$ cat config.mk
export PLATFORM = sky130hd
export DESIGN_NAME = jk_excite_driver
export DESIGN_NICKNAME = d
export VERILOG_FILES = /design/src/rtl/jk_pkg.sv /design/src/rtl/jk_excite.sv /design/src/rtl/jk_excite_driver.sv
export SDC_FILE = /design/constraint.sdc
export NUM_CORES = 1
export LEC_CHECK = 0
export CAP_MARGIN = 20
export CELL_PAD_IN_SITES_DETAIL_PLACEMENT = 1
export CELL_PAD_IN_SITES_GLOBAL_PLACEMENT = 2
export CORE_MARGIN = 4
export CORE_UTILIZATION = 25
export CTS_CLUSTER_DIAMETER = 200
export DETAILED_ROUTE_END_ITERATION = 7
export PLACE_DENSITY_LB_ADDON = 0.15
export SLEW_MARGIN = 20
export SYNTH_ARGS = -nofsm -noshare
export SYNTH_HDL_FRONTEND = slang
export SYNTH_SLANG_ARGS = --single-unit
export TNS_END_PERCENT = 50
$ cat constraint.sdc
create_clock -name clk -period 1.7 [get_ports clk]
set_input_delay 0.34 -clock clk [delete_from_list [all_inputs] [get_ports clk]]
set_output_delay 0.34 -clock clk [all_outputs]
set_load 0.05 [all_outputs]
$ cat src/rtl/jk_pkg.sv
// Shared constants for the JK excitation driver: FSM state encoding and
// the don't-care resolution policies.
package jk_pkg;

    typedef enum logic [1:0] {
        ST_IDLE  = 2'd0,
        ST_DRIVE = 2'd1,
        ST_CHECK = 2'd2,
        ST_RESP  = 2'd3
    } jk_state_t;

    localparam int JK_POL_SETRESET = 0;
    localparam int JK_POL_TOGGLE   = 1;

endpackage

$ cat src/rtl/jk_excite.sv
// Combinational JK excitation: per bit, the J/K pair that moves a JK cell
// from present state q to target t, with don't-cares resolved by USE_TOGGLE.
module jk_excite
    import jk_pkg::*;
#(
    parameter int WIDTH      = 4,
    parameter int USE_TOGGLE = JK_POL_SETRESET
) (
    input  logic [WIDTH-1:0] q,
    input  logic [WIDTH-1:0] t,
    output logic [WIDTH-1:0] j_n,
    output logic [WIDTH-1:0] k_n
);

    localparam logic DC = (USE_TOGGLE == JK_POL_TOGGLE);

    // q=0: J decides the next state and K is free; q=1: K decides and J is free.
    always_comb begin
        j_n = '0;
        k_n = '0;
        for (int i = 0; i < WIDTH; i++) begin
            j_n[i] = q[i] ? DC : t[i];
            k_n[i] = q[i] ? ~t[i] : DC;
        end
    end

endmodule

$ cat src/rtl/jk_excite_driver.sv
// Drives a bank of JK cells to a requested word for one clock, then reads the
// bank back and reports match/mismatch with a saturating mismatch counter.
module jk_excite_driver
    import jk_pkg::*;
#(
    parameter int WIDTH      = 4,
    parameter int USE_TOGGLE = JK_POL_SETRESET,
    parameter int ERR_W      = 8
) (
    input  logic             clk,
    input  logic             rst,
    input  logic             tgt_valid,
    output logic             tgt_ready,
    input  logic [WIDTH-1:0] tgt_data,
    output logic [WIDTH-1:0] j,
    output logic [WIDTH-1:0] k,
    input  logic [WIDTH-1:0] q_fb,
    output logic             rsp_valid,
    input  logic             rsp_ready,
    output logic             rsp_match,
    output logic [WIDTH-1:0] rsp_q,
    output logic [ERR_W-1:0] err_cnt
);

    // Handshakes: a word moves on any posedge where valid and ready are both
    // high; the sender holds valid/data until then, the receiver may change
    // ready freely, and rsp_* stay stable while rsp_valid is high and unaccepted.

    localparam logic [ERR_W-1:0] ERR_MAX = '1;

    jk_state_t        state, state_n;
    logic [WIDTH-1:0] tgt_r;
    logic [WIDTH-1:0] j_n, k_n;

    jk_excite #(
        .WIDTH      (WIDTH),
        .USE_TOGGLE (USE_TOGGLE)
    ) u_excite (
        .q   (q_fb),
        .t   (tgt_data),
        .j_n (j_n),
        .k_n (k_n)
    );

    always_comb begin
        state_n   = state;
        tgt_ready = 1'b0;
        case (state)
            ST_IDLE: begin
                tgt_ready = 1'b1;
                if (tgt_valid) state_n = ST_DRIVE;
            end
            ST_DRIVE: state_n = ST_CHECK;
            ST_CHECK: state_n = ST_RESP;
            ST_RESP:  if (rsp_ready) state_n = ST_IDLE;
            default:  state_n = ST_IDLE;
        endcase
    end

    always_ff @(posedge clk) begin
        if (rst) begin
            state     <= ST_IDLE;
            tgt_r     <= '0;
            j         <= '0;
            k         <= '0;
            rsp_valid <= 1'b0;
            rsp_match <= 1'b0;
            rsp_q     <= '0;
            err_cnt   <= '0;
        end else begin
            state <= state_n;
            case (state)
                ST_IDLE: begin
                    if (tgt_valid) begin
                        tgt_r <= tgt_data;
                        j     <= j_n;
                        k     <= k_n;
                    end
                end
                // The bank samples the excitation at this edge; drop back to hold.
                ST_DRIVE: begin
                    j <= '0;
                    k <= '0;
                end
                ST_CHECK: begin
                    rsp_q     <= q_fb;
                    rsp_match <= (q_fb == tgt_r);
                    rsp_valid <= 1'b1;
                    if ((q_fb != tgt_r) && (err_cnt != ERR_MAX))
                        err_cnt <= err_cnt + 1'b1;
                end
                ST_RESP: begin
                    if (rsp_ready) rsp_valid <= 1'b0;
                end
                default: ;
            endcase
        end
    end

endmodule
run_1/placement.png
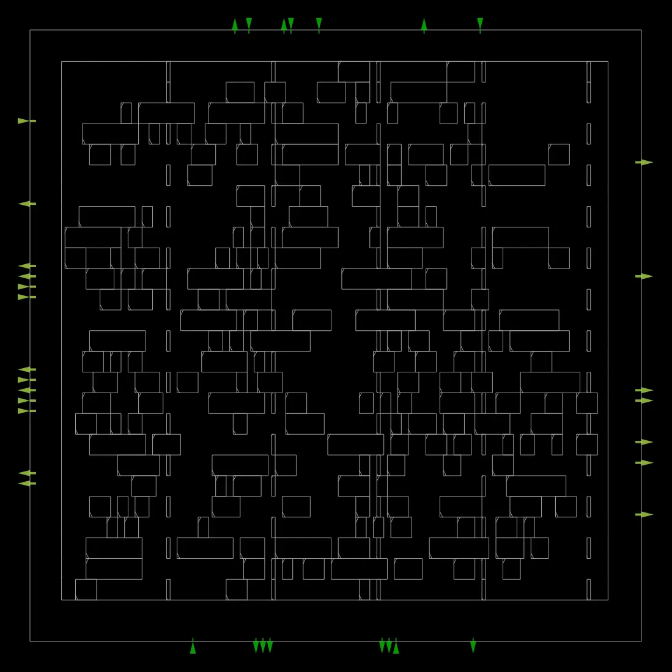
Seq/total area: 29.4%
row cnt: 26

run_1/sizes.png
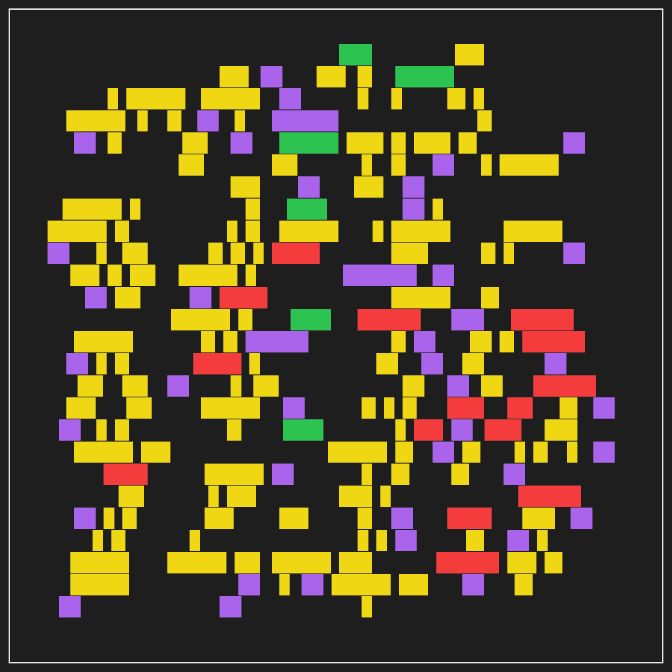
| color | size | cells |
|---|---|---|
| purple | _3 and _4 cells | 43 |
| green | _6 and larger | 6 |
| red | _2 cells | 15 |
| yellow | _0 and _1 cells | 132 |

==> qor.yml, run 1 <==
cts_tree: "yes"
fin_nets: 215
routed_wl_mm: 3.45
synthCells: 148
ir_worst_vdd_mv: 0.379
ys_sh_xor_pct: 2.68
largest_reg_flops: 8
finalCritPeriodShare_pct: 96.4
num-clock-buffers: 3
worstSetupEndpointType: "primary output"
maxSlewViolCount: 0
drt-initial-drc-count: 29
ys_cells: 148
rsz0062_at_grt: "yes"
ys_area_mm2: 0.00131
fp.dieW_um: 80.3
power.switching_mw: 1.14
hold_path_depth: 2
arrival_ns: 1.30
yosys_warnings: 0
worstPathRequired_ns: 1.36
post-dp-hpwl_mm: 2.71
maxSlewHeadroom_pct: 68.8
cp_cell_sequence: "buf_4, inv_1, ha_4, buf_6, buf_12"
diodes: 0
fp_util_pct: 25.7
cp.depth: 5
grt_pass1_vias: 1332
yosysUniqueCellTypes: 26
crit_buf_inv: 4
mux_share_pct: 8.81
topCombFamilyByArea: "simple AND/OR/NAND/NOR gates"
sh_comb_area_pct: 39.8
rrSetupSlack_ns: 0.09
top_area_cell_class: "multi-input combinational cells"
synth_seq_share_pct: 42.9
crit_fanout: 8
endpoint: "tgt_ready"
cp_slowest_stage_delay_ns: 0.33
logic_area_um2: 769
status: "complete, no violations"
crit_path_start_kind: "flop"
syn_avg_cell_area_um2: 8.83
max_cap_violations: 0
dieArea_mm2: 0.00645
comb_power_share_pct: 54.9
root_buffer: "clkbuf_8"
r2r-end: "err_cnt[2]"
synth-simple-area-share_pct: 27.6
setup_viol: 0
min_from: "tgt_r[2]"
max_flop_register: "err_cnt"
placed_area_mm2: 0.00183
drive_gt1_share_pct: 32.7
taps: 70
core_mm2: 0.00507
grt_pass1_wl_mm: 6.13
worst-setup-path-type: "flop to primary output"
p_leak_nw: 0.784
buffers_excl_clock: 53
adder_share_pct: 4.79
max_freq_ghz: 0.610
fillCellCount: 613
grt_max_degree: 17
cp_top_family: "buffers and inverters"
grt_usage_pct: 11.9
grt_antenna_before_repair: 0
hold_viol_final: 0
final-nonclk-buf-share_pct: 23.2
ios: 35
gr-total-overflow: 0
worst_hold_slack_ns: 0.484
whs_endpoint: "tgt_r[2]"
die_h_um: 80.3
fp_nets: 165
syn2layout_area_growth_pct: 48.1
vias_per_cell: 4.59
drc_errors: 0
wl_per_cell_um: 13.0
final_area_mm2: 0.00193
min_period_ns: 1.64
regArea_um2: 568
cts_made_buffers: 3
nFlopsAndLatches: 28
num_vias: 1221
antenna_left: 0
portBuffers: 34
htreeDepth: 1
power.share.clock_pct: 13.4
warnings: 31
intPower_mw: 1.57
run_1/clk_routes.png
The bar under the picture is 20 um long.
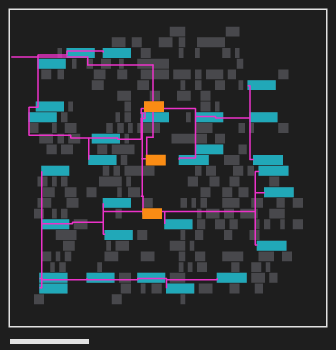
[magenta] clock wires | length: 414 um
[cyan] flip-flops | count: 28
[orange] clock drivers | count: 3
routed clock nets: 4

## run 1: metal layers
layer / global-route usage, % / wire length (um) / up-vias
met5: 0 / 0 / -
met3: 2.58 / 132 / 5
met2: 21.1 / 1710 / 23
met4: 3.55 / 39 / 0
met1: 14.3 / 1570 / 581
li1: - / - / 612
## run 1: per-stage QoR
stage / worst slack [ns] / TNS (ns) / std cells / total power, mW
after floorplan: -0.0332 / -0.0828 / 148 / 1.81
after global placement: -0.336 / -2.30 / 262 / 2.30
after detailed placement: -0.375 / -2.48 / 262 / 2.34
after CTS: 0.00317 / 0 / 265 / 2.73
after global routing: -0.0365 / -0.0935 / 266 / 2.91
final: 0.0615 / 0 / 266 / 2.71
## run 1: power groups by stage
| stage | combinational [mW] | clock, mW | sequential [mW] |
|---|---|---|---|
| after floorplan | 0.672 | 0 | 1.14 |
| final | 1.49 | 0.364 | 0.856 |
| after global placement | 1.44 | 0 | 0.863 |
| after detailed placement | 1.47 | 0 | 0.870 |
| after global routing | 1.62 | 0.420 | 0.875 |
| after CTS | 1.48 | 0.391 | 0.859 |
## run 1: what timing repair did
| action | CTS | global route |
|---|---|---|
| buffers inserted | 1 | 1 |
| hold buffers | 0 | 0 |
| gates resized | 11 | 4 |
| pin swaps | 6 | 0 |
| setup endpoints to repair | 5 | 7 |
## run 1: tightest hold or removal path, cell delays in order, from the launching register on
cell     delay (ns)
dfxtp_1        0.33
nand2_1        0.06
a21oi_1        0.06
## run 1: cell usage after synthesis
| master | count | share of area [%] |
|---|---|---|
| or3_1 | 1 | 0.48 |
| buf_6 | 1 | 0.86 |
| clkbuf_2 | 1 | 0.38 |
| mux2i_1 | 7 | 5.4 |
| inv_1 | 5 | 1.4 |
| dfxtp_1 | 28 | 43 |
| buf_1 | 1 | 0.29 |
| or4_1 | 3 | 1.7 |
| nor2b_1 | 5 | 2.4 |
| xor2_1 | 4 | 2.7 |
| clkbuf_1 | 3 | 0.86 |
| a21oi_1 | 18 | 6.9 |
| nor4_2 | 1 | 0.96 |
| nor4b_1 | 8 | 5.4 |
| nor4_1 | 1 | 0.48 |
| nand4_1 | 3 | 1.4 |
| nor2_1 | 22 | 6.3 |
| nand2b_1 | 2 | 0.96 |
| nor3b_2 | 1 | 0.96 |
| o31ai_1 | 3 | 1.7 |
| ha_1 | 5 | 4.8 |
| nand3_1 | 6 | 2.3 |
| nand2_1 | 8 | 2.3 |
| buf_2 | 2 | 0.77 |
| mux2_1 | 4 | 3.4 |
| nor3_1 | 5 | 1.9 |
## run 1: layout by cell type, fill, tap and decap left out, types with 3 or more instances in the layout
cell,Yosys,routed
nand3_1,6,6
nor4b_1,8,7
nor3_1,5,4
nor2b_1,5,5
clkdlybuf4s50_1,0,7
a21oi_1,18,17
clkbuf_8,0,3
xor2_2,0,3
nand4_1,3,3
mux2i_1,7,6
dlygate4sd2_1,0,4
ha_1,5,3
mux2_1,4,4
dfxtp_1,28,22
dfxtp_2,0,6
nor2_1,22,22
o31ai_1,3,3
nand2_1,8,8
buf_4,0,39
inv_1,5,5
## Run 2: what changed since run 1
Settings changed: CORE_ASPECT_RATIO set to 1.5.
==> qor.yml, run 2 <==
status: "complete, no violations"
synth_seq_share_pct: 42.9
p_leak_nw: 0.810
lay_top_cells: "buf_4 (42), nor2_1 (21), a21oi_1 (18), dfxtp_1 (18), dfxtp_2 (10)"
endpoint: "tgt_ready"
dieArea_mm2: 0.00647
ff_type: "dfxtp_1"
ys_sh_xor_pct: 2.68
placedCellCount: 263
top_area_cell: "dfxtp_1"
gr-total-overflow: 0
post-synth-top-count-cell: "dfxtp_1"
worstPathRequired_ns: 1.36
first_pass_iters: 4
rrSetupSlack_ns: 0.08
synthArstFlopShare_pct: 0
placed_area_mm2: 0.00184
fp_util_pct: 25.5
post-place-ws_ns: -0.500
mux_share_pct: 8.81
top_cells_by_count: "dfxtp_1 (28), nor2_1 (22), a21oi_1 (18)"
grt_pass1_wl_mm: 6.28
min_period_ns: 1.63
reg2reg_depth: 5
clk_path_buf_depth: 2
clk_pin_slew_ns: 0.10
worstMarginPinSlew_ns: 0.425
timing.final.ws_setup_ns: 0.0720
max_cap_violations: 0
final_common_cell: "buf_4"
drt-initial-drc-count: 14
row_count: 32
finalCritPeriodShare_pct: 95.8
fp.dieW_um: 67.0
grt_antenna_before_repair: 0
grt_use_met2_pct: 25.1
cts_made_buffers: 3
drc_errors: 0
crit_path_start_kind: "flop"
worstSetupEndpointType: "primary output"
syn-cell-area_mm2: 0.00131
maxSlewViolCount: 0
hold_path_class: "flop to flop"
crit_fanout: 8
clock-skew-final_ns: 0.00363
ios: 35
warnings: 32
yosys_warnings: 0
num_vias: 1248
power_mw: 2.77
vias_per_cell: 4.66
antenna_left: 0
synth-edff-count: 0
post-route-util_pct: 38.5
worst-setup-path-type: "flop to primary output"
wl_per_cell_um: 14.1
drive_gt1_share_pct: 35.0
max_freq_ghz: 0.614
cts_tree: "yes"
grt_usage_pct: 12.5
compound_area_share_pct: 8.62
arrival_ns: 1.29
topCombFamilyByArea: "simple AND/OR/NAND/NOR gates"
cts_hold_buffers: 0
ir_worst_vdd_mv: 0.464
routed_wl_mm: 3.79
yosysUniqueCellTypes: 26
maxSlewHeadroom_pct: 71.6
ys_top_cells_by_area: "dfxtp_1 (43%), a21oi_1 (6.9%), nor2_1 (6.3%), mux2i_1 (5.4%), nor4b_1 (5.4%)"
ys_cells: 148
min_from: "tgt_r[1]"
portBuffers: 34
core_mm2: 0.00512
htreeDepth: 1
setup_viol: 0
post-dp-hpwl_mm: 3.03
fin_nets: 218
grt_use_met3_pct: 1.97
busiest_layer: "met2"
routabilityCongestion: 0.785
grtUsageMet1_pct: 13.1
die_h_um: 96.5
clock_sinks: 28
rsz0062_at_grt: "yes"
largest_reg_flops: 8
ys_area_mm2: 0.00131
final_area_mm2: 0.00197
syn2layout_area_growth_pct: 51.1
top_area_share_pct: 42.9
syn_avg_cell_area_um2: 8.83
synth-simple-area-share_pct: 27.6
hold_viol_final: 0
r2r-end: "err_cnt[2]"
synthCells: 148
fp_nets: 165
diodes: 0
adder_share_pct: 4.79
p_per_area_mw_per_mm2: 1400
root_buffer: "clkbuf_8"
final_cells: 268
max_flop_register: "err_cnt"
worst_hold_slack_ns: 0.486
grt_max_degree: 17
reg2reg_from: "tgt_r[0]"
final.setup.tns_ns: 0
insertion_delay_ns: 0.27
grt_pass1_vias: 1336
[run 2: how the worst min path moves through the flow]
stage	endpoint	slack, ns	cells after the start
after global placement	tgt_r[3]	0.46	2
after floorplan	tgt_r[0]	0.45	2
after detailed placement	tgt_r[0]	0.47	2
after global routing	tgt_r[2]	0.51	2
after CTS	tgt_r[1]	0.49	2
final	tgt_r[1]	0.49	2
[run 2: per-layer routing]
metal / part of all wire, % / up-vias
met4: 0.21 / 0
met2: 59 / 21
met5: 0 / -
met1: 38 / 607
li1: - / 618
met3: 3.0 / 2
[run 2: where the power goes]
part	internal (mW)	total, mW	leakage (nW)	switching, mW
clock network	0.207	0.418	0.0288	0.210
logic	0.629	1.49	0.549	0.858
registers	0.784	0.866	0.232	0.0822
[run 2: cell type report]
| cell class | count | area (um2) |
|---|---|---|
| inverters | 5 | 18.8 |
| multi-input cells | 107 | 774 |
| clock buffers | 4 | 55.1 |
| repair buffers | 56 | 468 |
| flip-flops and latches | 28 | 573 |
| well taps | 68 | 85.1 |
| fillers | 628 | 3150 |
[run 2: logic make-up (layout without fill, tap and decap cells)]
family                   Yosys count  in the layout
flip-flops                        28             28
AND/OR/NAND/NOR                   66             66
AND-OR/OR-AND                     21             21
adder cells (fa/ha/maj)            5              5
buffers and inverters             13             65
XOR/XNOR                           4              4
multiplexers                      11             11
[run 2: critical path: stages (launching register included)]
cell,delay [ns]
dfxtp_1,0.33
buf_4,0.14
inv_1,0.10
ha_4,0.17
buf_6,0.14
buf_12,0.14
[run 2: repair_timing]
item / in CTS / in global routing
endpoints found under the setup margin: 8 / 10
gates cloned: 0 / 1
setup buffers: 0 / 0
gates resized: 7 / 12
pin swaps: 3 / 4
run_2/sizes.png
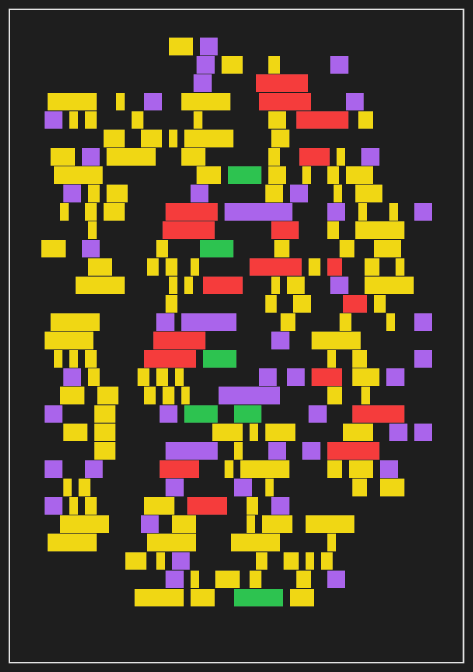
| color | size | cells |
|---|---|---|
| green | _6 and larger | 6 |
| purple | _3 and _4 cells | 46 |
| red | _2 cells | 18 |
| yellow | _0 and _1 cells | 130 |

run_2/flops_by_reg.png
The bar under the picture is 20 um long. Other sequential cells in the stronger gray, the rest of the logic in the fainter gray.
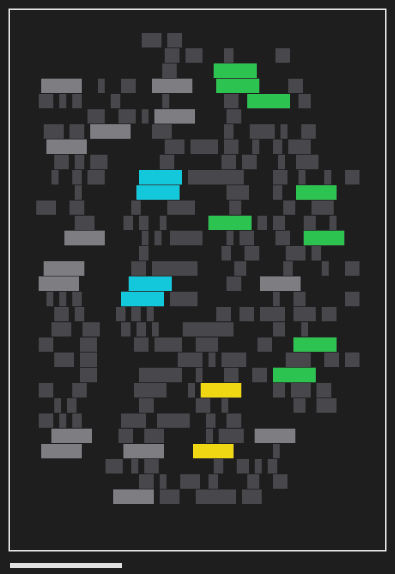
| color | signal | flops |
|---|---|---|
| cyan | tgt_r | 4 |
| yellow | state | 2 |
| green | err_cnt | 8 |
not colored: 14

Power is estimated from default activity; no workload was simulated.
